Figure 1. Gate-type map (run 1).
Scale: 1.5 px per um.
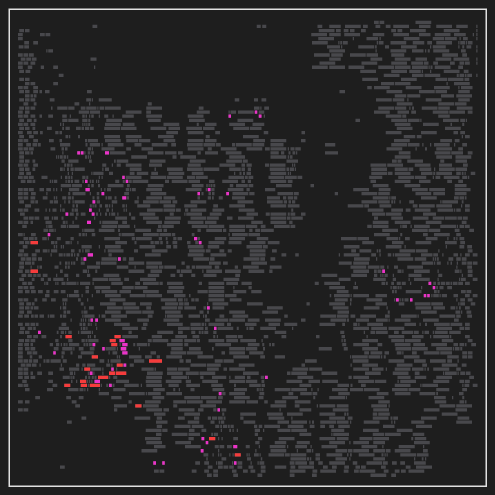
Figure 2. Cells by drive strength (run 1).
Scale: 1.5 px per um.
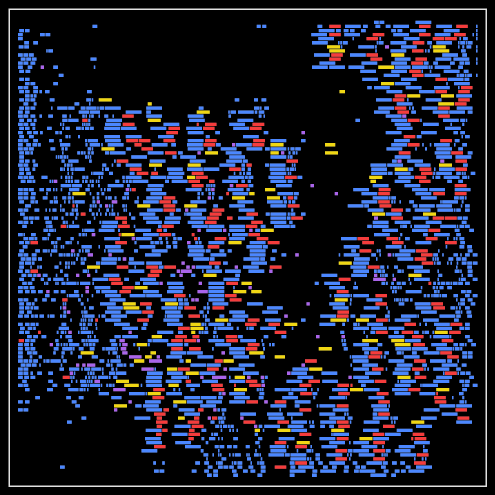
Figure 3. Nets reached from selected ports (run 1).
Scale: 1 px per um.
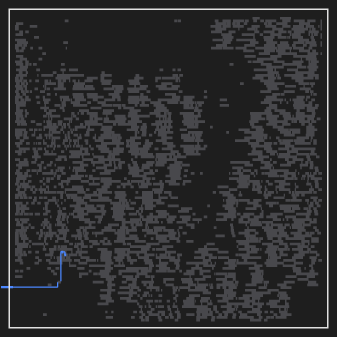
Figure 4. Ports around the boundary (run 1).
Scale: 1.5 px per um. Pins as bars across the die edge, other pins in grey.
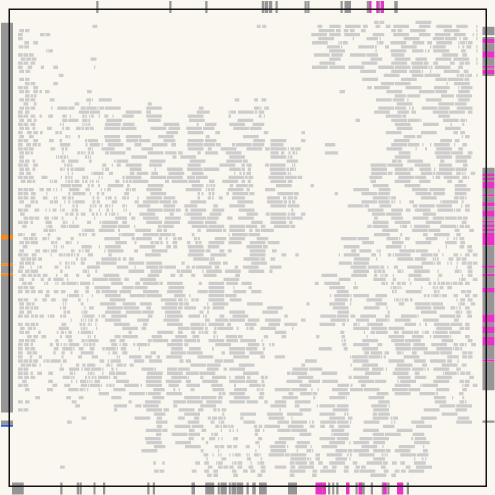
## src/rtl/fetch_group_queue.sv

```systemverilog
// N-wide fetch stage: owns the fetch PC, fetches ISSUE_W words per cycle into a circular
// queue and hands head groups to decode under deq_ready. Redirects flush the queue and
// steer the PC. Latency is 1 cycle. Fetch stalls when the queue has no room for a full group.
module fetch_group_queue #(
   parameter int unsigned ISSUE_W  = 2,
   parameter int unsigned FQ_DEPTH = 8,
   parameter logic [31:0] RESET_PC = 32'h0
) (
   input  logic                            clk,
   input  logic                            reset,
   output logic [31:0]                     imem_addr,
   input  logic [32*ISSUE_W-1:0]           imem_rdata,
   input  logic [2*ISSUE_W-1:0]            pcsrc_d,
   input  logic [32*ISSUE_W-1:0]           pc_predict_d,
   input  logic [32*ISSUE_W-1:0]           pc_jump_d,
   input  logic                            deq_ready,
   output logic [ISSUE_W-1:0]              deq_valid,
   output logic [32*ISSUE_W-1:0]           instr_f,
   output logic [32*ISSUE_W-1:0]           pc_f,
   output logic [32*ISSUE_W-1:0]           pc_plus_w_f,
   output logic [$clog2(FQ_DEPTH+1)-1:0]   fq_count
);

   localparam int unsigned PW = $clog2(FQ_DEPTH);
   localparam int unsigned CW = $clog2(FQ_DEPTH + 1);
   localparam logic [CW-1:0] GROUP     = CW'(ISSUE_W);
   localparam logic [CW-1:0] PUSH_MAX  = CW'(FQ_DEPTH - ISSUE_W);
   localparam logic [31:0]   GROUP_INC = 32'(4 * ISSUE_W);

   logic [31:0]   pc;
   logic [PW-1:0] head;
   logic [PW-1:0] tail;
   logic [CW-1:0] count;

   logic [31:0] q_instr [FQ_DEPTH];
   logic [31:0] q_pc    [FQ_DEPTH];

   logic          redir;
   logic [31:0]   redir_target;
   logic          push;
   logic          pop;
   logic [CW-1:0] popped;

   // Oldest lane with a live redirect code wins; code 3 is ignored.
   always_comb begin
      redir        = 1'b0;
      redir_target = '0;
      for (int i = 0; i < ISSUE_W; i++) begin
         if (!redir && (pcsrc_d[2*i +: 2] == 2'd1 || pcsrc_d[2*i +: 2] == 2'd2)) begin
            redir        = 1'b1;
            redir_target = (pcsrc_d[2*i +: 2] == 2'd1) ? pc_predict_d[32*i +: 32]
                                                       : pc_jump_d[32*i +: 32];
         end
      end
      redir_target[1:0] = 2'b00;
   end

   // Push-space test uses the occupancy before this cycle's pop.
   assign push   = !redir && (count <= PUSH_MAX);
   assign pop    = !redir && deq_ready && (count != '0);
   assign popped = pop ? ((count < GROUP) ? count : GROUP) : '0;

   always_ff @(posedge clk) begin
      if (reset) begin
         pc    <= RESET_PC;
         head  <= '0;
         tail  <= '0;
         count <= '0;
      end else if (redir) begin
         pc    <= redir_target;
         head  <= '0;
         tail  <= '0;
         count <= '0;
      end else begin
         if (push) begin
            pc   <= pc + GROUP_INC;
            tail <= tail + PW'(ISSUE_W);
         end
         head  <= head + PW'(popped);
         count <= count + (push ? GROUP : '0) - popped;
      end
   end

   // Storage has no reset; occupancy alone decides which entries are meaningful.
   always_ff @(posedge clk) begin
      if (push && !reset) begin
         for (int i = 0; i < ISSUE_W; i++) begin
            q_instr[tail + PW'(i)] <= imem_rdata[32*i +: 32];
            q_pc[tail + PW'(i)]    <= pc + 32'(4 * i);
         end
      end
   end

   always_comb begin
      deq_valid   = '0;
      instr_f     = '0;
      pc_f        = '0;
      pc_plus_w_f = '0;
      for (int i = 0; i < ISSUE_W; i++) begin
         if (count > CW'(i)) begin
            deq_valid[i]            = 1'b1;
            instr_f[32*i +: 32]     = q_instr[head + PW'(i)];
            pc_f[32*i +: 32]        = q_pc[head + PW'(i)];
            pc_plus_w_f[32*i +: 32] = q_pc[head + PW'(i)] + GROUP_INC;
         end
      end
   end

   assign imem_addr = pc;
   assign fq_count  = count;

endmodule

```

## config.mk

```make
export PLATFORM = sky130hd
export DESIGN_NAME = fetch_group_queue
export DESIGN_NICKNAME = d
export VERILOG_FILES = /design/src/rtl/fetch_group_queue.sv
export SDC_FILE = /design/constraint.sdc
export NUM_CORES = 1
export LEC_CHECK = 0
export ABC_CLOCK_PERIOD_IN_PS = 5350
export CORE_MARGIN = 5
export CORE_UTILIZATION = 30
export DETAILED_ROUTE_END_ITERATION = 12
export PLACE_DENSITY = 0.51
export SETUP_SLACK_MARGIN = 0.1
export SLEW_MARGIN = 10
export SYNTH_ARGS = -nofsm -noshare
export SYNTH_HDL_FRONTEND = slang
export SYNTH_SLANG_ARGS = --single-unit
```

## constraint.sdc

```tcl
create_clock -name clk -period 5.35 [get_ports clk]
set_clock_uncertainty 0.2 [all_clocks]
set_input_delay 0.535 -clock clk [delete_from_list [all_inputs] [get_ports clk]]
set_output_delay 0.535 -clock clk [all_outputs]
set_load 0.02 [all_outputs]
```

==> Changelog: implementation, run 1 <==
### Changed

- Share of synthesized cell area in and, or, nand and nor gates: 8.79%
- Largest buffer count on any clock path: 3
- Pre-placement core utilization: 30.2%
- Total cell area at the placement stage: 0.0340 sq mm
- Register-to-register setup slack: 1.69 ns
- Routed met1 length: 40100 um
- Chip area line of the yosys report: 0.0283 sq mm
- First-pass GRT wire length: 139000 um
- Top Layer Used: met5
- Overall overflow remaining after global route: 0
- Slowest stage cell on the critical path: clkdlybuf4s50_1
- Outcome: completed
- Hold-critical path depth: 1
- Met1 usage: 24.7%
- Internal Dissipation: 0.00780 W
- Final hold viol count: 0
- Fillcell total: 8784
- Number of buffers inserted to repair setup after CTS: 3
- Data required time at the worst endpoint: 4.62 ns
- Switching power total: 0.00270 W
- Final RePlAce weighted congestion: 0.960
- Capture point of the worst path: pc_plus_w_f[57]
- Crit Reg-Reg Startpoint: imem_addr[3]$_SDFFE_PP0P_
- RR Endpoint: q_pc[7][29]$_DFFE_PP_
- Portion of the post-synthesis area used by sequential elements: 55.5%
- Highest achievable clock rate: 0.198 GHz
- Number of nets in the layout: 2561
- Power Total: 0.0105 W
- Sequential Power: 0.00481 W
- Fraction of synthesis flops using an asynchronous set or reset pin: 0%
- Synth Area in XOR/XNOR: 2.51%
- Crit start category: register
- Worst hold-check path type: in -> reg
- Mapped Avg Cell Area: 14.7 sq um
- Reg clk slew, reported paths: 0.06 ns
- Number of buffers inserted during clock tree synthesis: 60
- Adder and majority gate portion of the synthesized area: 0.965%
- Unrepaired setup endpoints after global routing: no
- Fin crit share: 94.5%
- Yosys warning total: 0
- Post-cts resize count: 10
- Part of the power in registers: 45.9%
- Max cap viols: 0
- Core footprint: 0.0935 sq mm
- Sequential cell area in the final layout: 0.0157 sq mm
- Pin count of the biggest net entering global routing: 133
- Endpoint of the worst hold-timing path: q_instr[4][4]$_DFFE_PP_
- Met2 WL post-DR: 45400 um
- Hold Startpoint: imem_rdata[4]
- Total leakage power: 11.5 nW
- OpenROAD warning count: 43
- Clock Power: 0.00421 W
- Tmin final: 5.06 ns
- Post-synth area hogs: edfxtp_1 53%, mux4_2 19%, mux2i_1 5.6%
- CTS sink count: 535
About Figure 1:
[fa/ha/maj cells] red | cells: 20 | where: bottom left
[and/or cells] magenta | cells: 60
most common cell after layout, fill and taps aside: edfxtp_1
logic share of the area: 32.6%
count of non-filler cells in the finished layout: 3651

About Figure 2:
[x3 and x4] purple | cells: 98
[x6 and larger] yellow | cells: 95
[x2] red | cells: 277
[x1 and smaller] blue | cells: 1923
number of non-clock buffers in the layout: 502
synthesis-to-finish area growth: 28.0%
final standard cell area without fillers: 0.0362 sq mm

About Figure 3:
[deq_ready] blue | bits: 1 | direction: input | edge: left | end cells: 2 | buffers: 1 | wire: 90.1 um
number of placed I/O pins: 429
count of buffers inserted at the top-level ports: 410

About Figure 4:
[pcsrc_d] orange | pins: 4 | direction: input | edge: left
[deq_ready] blue | pins: 1 | direction: input | edge: left
[instr_f] magenta | pins: 64 | direction: output | edge: 44 right, 16 bottom, 4 top
all pins by edge: 194 left, 133 right, 77 bottom, 25 top
chip width: 317 um
die span in y: 317 um

[run 1: per-stage QoR]
stage               instances  hold WS (ns)  worst slack, ns
floorplan                1934         0.314             1.46
global route             3647         0.316            0.104
CTS                      3646         0.301           0.0653
detailed placement       3530         0.346            0.529
finish                   3651         0.344            0.294
global placement         3530         0.340            0.580
[run 1: final cells by class]
class / instances / share of cell area (%)
timing repair buffer: 502 / 13.9
tap: 1254 / 4.34
antenna: 4 / 0.0277
clock inverter: 42 / 1.30
clock buffer: 71 / 4.29
multi-input combinational: 1221 / 32.6
inverter: 22 / 0.228
sequential: 535 / 43.3
[run 1: worst reg2reg max path: cells and delay by family, from the launching register on]
kind	cells	cell delay (ns)
xor gates and xnor gates	1	0.23
adders and majority gates	1	0.35
DFF	1	0.61
and+or+nand+nor	5	1.99
## Run 2: what changed since run 1
--- a/config.mk
+++ b/config.mk
@@ -7,9 +7,9 @@
 export LEC_CHECK = 0
 export ABC_CLOCK_PERIOD_IN_PS = 5350
 export CORE_MARGIN = 5
-export CORE_UTILIZATION = 30
+export CORE_UTILIZATION = 40
 export DETAILED_ROUTE_END_ITERATION = 12
-export PLACE_DENSITY = 0.51
+export PLACE_DENSITY = 0.64
 export SETUP_SLACK_MARGIN = 0.1
 export SLEW_MARGIN = 10
 export SYNTH_ARGS = -nofsm -noshare
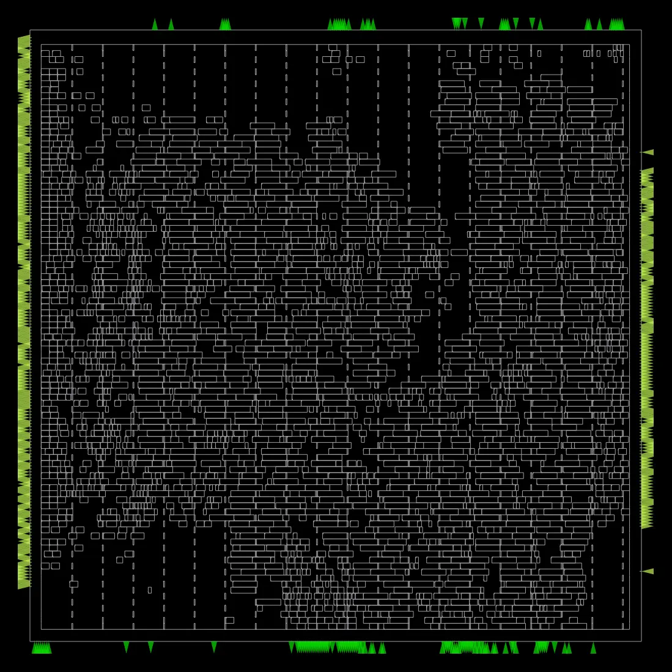
Figure 5: run 2, cell placement.
Post-Route Utilization: 50.8%
Well-Tap Cells: 940

==> run 2 against run 1 <==
  * Clock power is 5.7% lower
  * Flip-flop count is the same
  * Largest power group unchanged
  * Synthesized cell count is the same
  * Count of clock-buffer cells in the layout is 6 higher
  * Power is 2.6% lower
  * Highest routed layer unchanged
  * Sequential share of layout area increased by 0.73 points
  * Worst hold slack gained 0.0032 ns
==> Changelog: implementation, run 2 <==
### Changed

- Outcome: completed
- Chip width: 276 um
- Share of synthesized cell area in and, or, nand and nor gates: 8.79%
- Place WS: 0.702 ns
- Highest achievable clock rate: 0.196 GHz
- Number of buffers inserted during clock tree synthesis: 57
- Unrepaired setup endpoints after global routing: yes
- Capture point of the worst path: pc_plus_w_f[31]
- Worst hold-check path type: in -> reg
- Data required time at the worst endpoint: 4.62 ns
- Final hold viol count: 0
- Pin count of the biggest net entering global routing: 125
- Synth Area in XOR/XNOR: 2.51%
- Largest buffer count on any clock path: 3
- Hold Startpoint: imem_rdata[4]
- Met2 WL post-DR: 42700 um
- Internal Dissipation: 0.00767 W
- Instance count after placement with tap cells included: 3212
- Yosys warning total: 0
- Part of the power in registers: 47.0%
- Overall overflow remaining after global route: 0
- Number of placed I/O pins: 429
- Tmin final: 5.11 ns
- Fin crit share: 95.5%
- Pre-placement core utilization: 40.4%
- Max cap viols: 0
- OpenROAD warning count: 46
- Hold-critical path depth: 1
- Endpoint of the worst hold-timing path: q_instr[2][4]$_DFFE_PP_
- Die span in y: 276 um
- Setup slack of the critical path after layout: 0.242 ns
- First-pass GRT wire length: 129000 um
- Chip area line of the yosys report: 0.0283 sq mm
- Sequential Power: 0.00481 W
- Most common cell after layout, fill and taps aside: edfxtp_1
- Core footprint: 0.0700 sq mm
- Register-to-register setup slack: 1.49 ns
- Total leakage power: 11.3 nW
- Top Layer Used: met5
- Met1 usage: 30.0%
- Crit Reg-Reg Startpoint: fq_count[2]$_SDFF_PP0_
- Slowest stage cell on the critical path: a211oi_2
- Clock Power: 0.00397 W
- RR Endpoint: fq_count[3]$_SDFF_PP0_
- Final RePlAce weighted congestion: 0.909
==> run 2: layout make-up <==
type | count | area, sq um | share of cell area, %
clock buffer | 77 | 1650 | 4.63
inverter | 22 | 82.6 | 0.232
timing repair buffer | 497 | 4960 | 13.9
sequential | 535 | 15700 | 44.1
clock inverter | 28 | 262 | 0.735
tap | 940 | 1180 | 3.30
multi-input combinational | 1221 | 11800 | 33.1
antenna | 3 | 7.51 | 0.0211
==> run 2: timing repair <==
action | 4_1_cts | 5_1_grt
buffers inserted | 0 | 3
setup endpoints to repair | 3 | 14
pin swaps | 0 | 1
gates resized | 2 | 7
hold buffers | 0 | 0
==> run 2: through the flow <==
step                utilization [%]  cell area (sq um)
finish                         50.8              35600
floorplan                         -              28300
global route                   50.8              35600
CTS                            50.7              35500
global placement               48.0              33600
detailed placement             48.0              33600
## Run 3: what changed since run 2
--- a/config.mk
+++ b/config.mk
@@ -8,6 +8,7 @@
 export ABC_CLOCK_PERIOD_IN_PS = 5350
 export CORE_MARGIN = 5
 export CORE_UTILIZATION = 40
+export CTS_CLUSTER_DIAMETER = 30
 export DETAILED_ROUTE_END_ITERATION = 12
 export PLACE_DENSITY = 0.64
 export SETUP_SLACK_MARGIN = 0.1
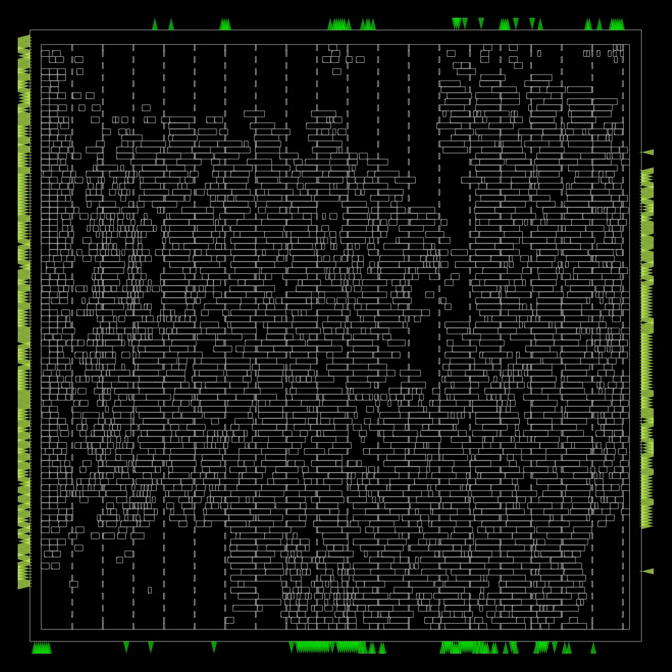
Figure 6: run 3, cell placement.
Post-Route Utilization: 53.5%
share of the final layout cell area in sequential cells: 41.9%

==> run 3 against run 2 <==
  * Count of clock-buffer cells in the layout grew 46
  * Synthesized cell count unchanged
  * Setup slack worse by 0.048 ns
  * Power grew 28%
  * Non-clock buffer count down 1
  * First-iteration DRC count down 5.1%
  * Via count grew 2.2%
  * Die size unchanged
  * Core utilization increased by 2.7 points
==> Changelog: implementation, run 3 <==
### Changed

- Leading cell types by count after synthesis: 496 x edfxtp_1, 234 x mux4_2, 203 x nor2_1, 157 x mux2i_1, 126 x nand2_1
- Post-synth area hogs: edfxtp_1 53%, mux4_2 19%, mux2i_1 5.6%
- Largest buffer count on any clock path: 3
- Pre-placement core utilization: 40.4%
- Synth Cell Area: 0.0283 sq mm
- Reg2reg path depth: 13
- Clock Power: 0.00684 W
- Most common cell after layout, fill and taps aside: edfxtp_1
- Die span in y: 276 um
- Hold buffer count at CTS: 0
- Total leakage power: 12.1 nW
- Endpoint of the worst hold-timing path: q_instr[6][4]$_DFFE_PP_
- Final hold viol count: 0
- Crit Reg-Reg Startpoint: fq_count[2]$_SDFF_PP0_
- Final number of setup-violating endpoints: 0
- Chip area line of the yosys report: 0.0283 sq mm
- Setup slack of the critical path after layout: 0.194 ns
- Instance count after placement with tap cells included: 3212
- Chip width: 276 um
- H-tree Lvls: 3
- Power Total: 0.0131 W
- Outcome: completed
- Fillcell total: 5688
- Yosys warning total: 0
- Yosys cell count: 1925
- Number of buffers inserted during clock tree synthesis: 109
- Dominant cell area share: 52.7%
- Unrepaired setup endpoints after global routing: yes
- Source-to-sink clock delay at the later pin of the worst-skew pair: 0.63 ns
- Slowest stage cell on the critical path: mux4_2
- Highest achievable clock rate: 0.194 GHz
- Worst hold-check path type: in -> reg
- Part of the power in registers: 36.8%
- Wire length on met3: 9450 um
- Crit start category: register
- Mapped Avg Cell Area: 14.7 sq um
- Fin crit share: 96.4%
- Routed met1 length: 34700 um
- CTS sink count: 535
- Capture point of the worst path: pc_plus_w_f[60]
- Switching power total: 0.00316 W
- Sequential Power: 0.00482 W
- Post-cts resize count: 2
- Count of non-filler cells in the finished layout: 3424
- Synthesis-to-finish area growth: 32.5%
- Sum of negative setup slack: 0 ns
- Hold Startpoint: imem_rdata[4]
- Internal Dissipation: 0.00994 W
- Detailed Place HPWL: 63200 um
- Number of placed I/O pins: 429
- Final standard cell area without fillers: 0.0375 sq mm
- First-pass GRT wire length: 131000 um
- Number of nets in the layout: 2604
- Reg clk slew, reported paths: 0.05 ns
- Tmin final: 5.16 ns
- Portion of the post-synthesis area used by sequential elements: 55.5%
- Fraction of synthesis flops using an asynchronous set or reset pin: 0%
- Hold-critical path depth: 1
- Sw Ratio: 24.1%
- Core footprint: 0.0700 sq mm
- Crit path buffers/inverters: 2
- Die area: 0.0761 sq mm
- Top Layer Used: met5
- Number of buffers inserted to repair setup after CTS: 0
- Count of buffers inserted at the top-level ports: 410
- Pin count of the biggest net entering global routing: 125
- Overall overflow remaining after global route: 0
- Number of global-route vias before repair: 20497
- Largest incremental delay on the critical path: 0.58 ns
- Data required time at the worst endpoint: 4.62 ns
- RR Endpoint: fq_count[3]$_SDFF_PP0_
- Max cap viols: 0
- Total cell area at the placement stage: 0.0336 sq mm
- Met2 WL post-DR: 44000 um
- Top fanout value on the critical path: 13
- Final RePlAce weighted congestion: 0.909
- Hold WS: 0.333 ns
- OpenROAD warning count: 46
- Register-to-register setup slack: 1.51 ns
- Met1 usage: 29.8%
- Place WS: 0.702 ns
## run 3: cell counts after synthesis
No cell type changed its count.
## run 3: kinds of logic after synthesis
family	synth area share, %
adders and majority gates	0.965
DFF	55.5
other	0.0133
buffers and inverters	3.33
muxes	25.3
and+or+nand+nor	8.79
xor gates and xnor gates	2.51
AOI/OAI and AO/OA	3.60
## run 3: area by class of cell
class | instances | area (sq um) | area share [%]
inverters | 22 | 82.6 | 0.220
repair buffers | 496 | 4960 | 13.2
well taps | 940 | 1180 | 3.14
diodes | 5 | 12.5 | 0.0334
multi-input cells | 1221 | 11800 | 31.4
flip-flops and latches | 535 | 15700 | 41.9
clock inverters | 82 | 951 | 2.54
clock buffers | 123 | 2820 | 7.54
Power and IR drop assume default switching activity.
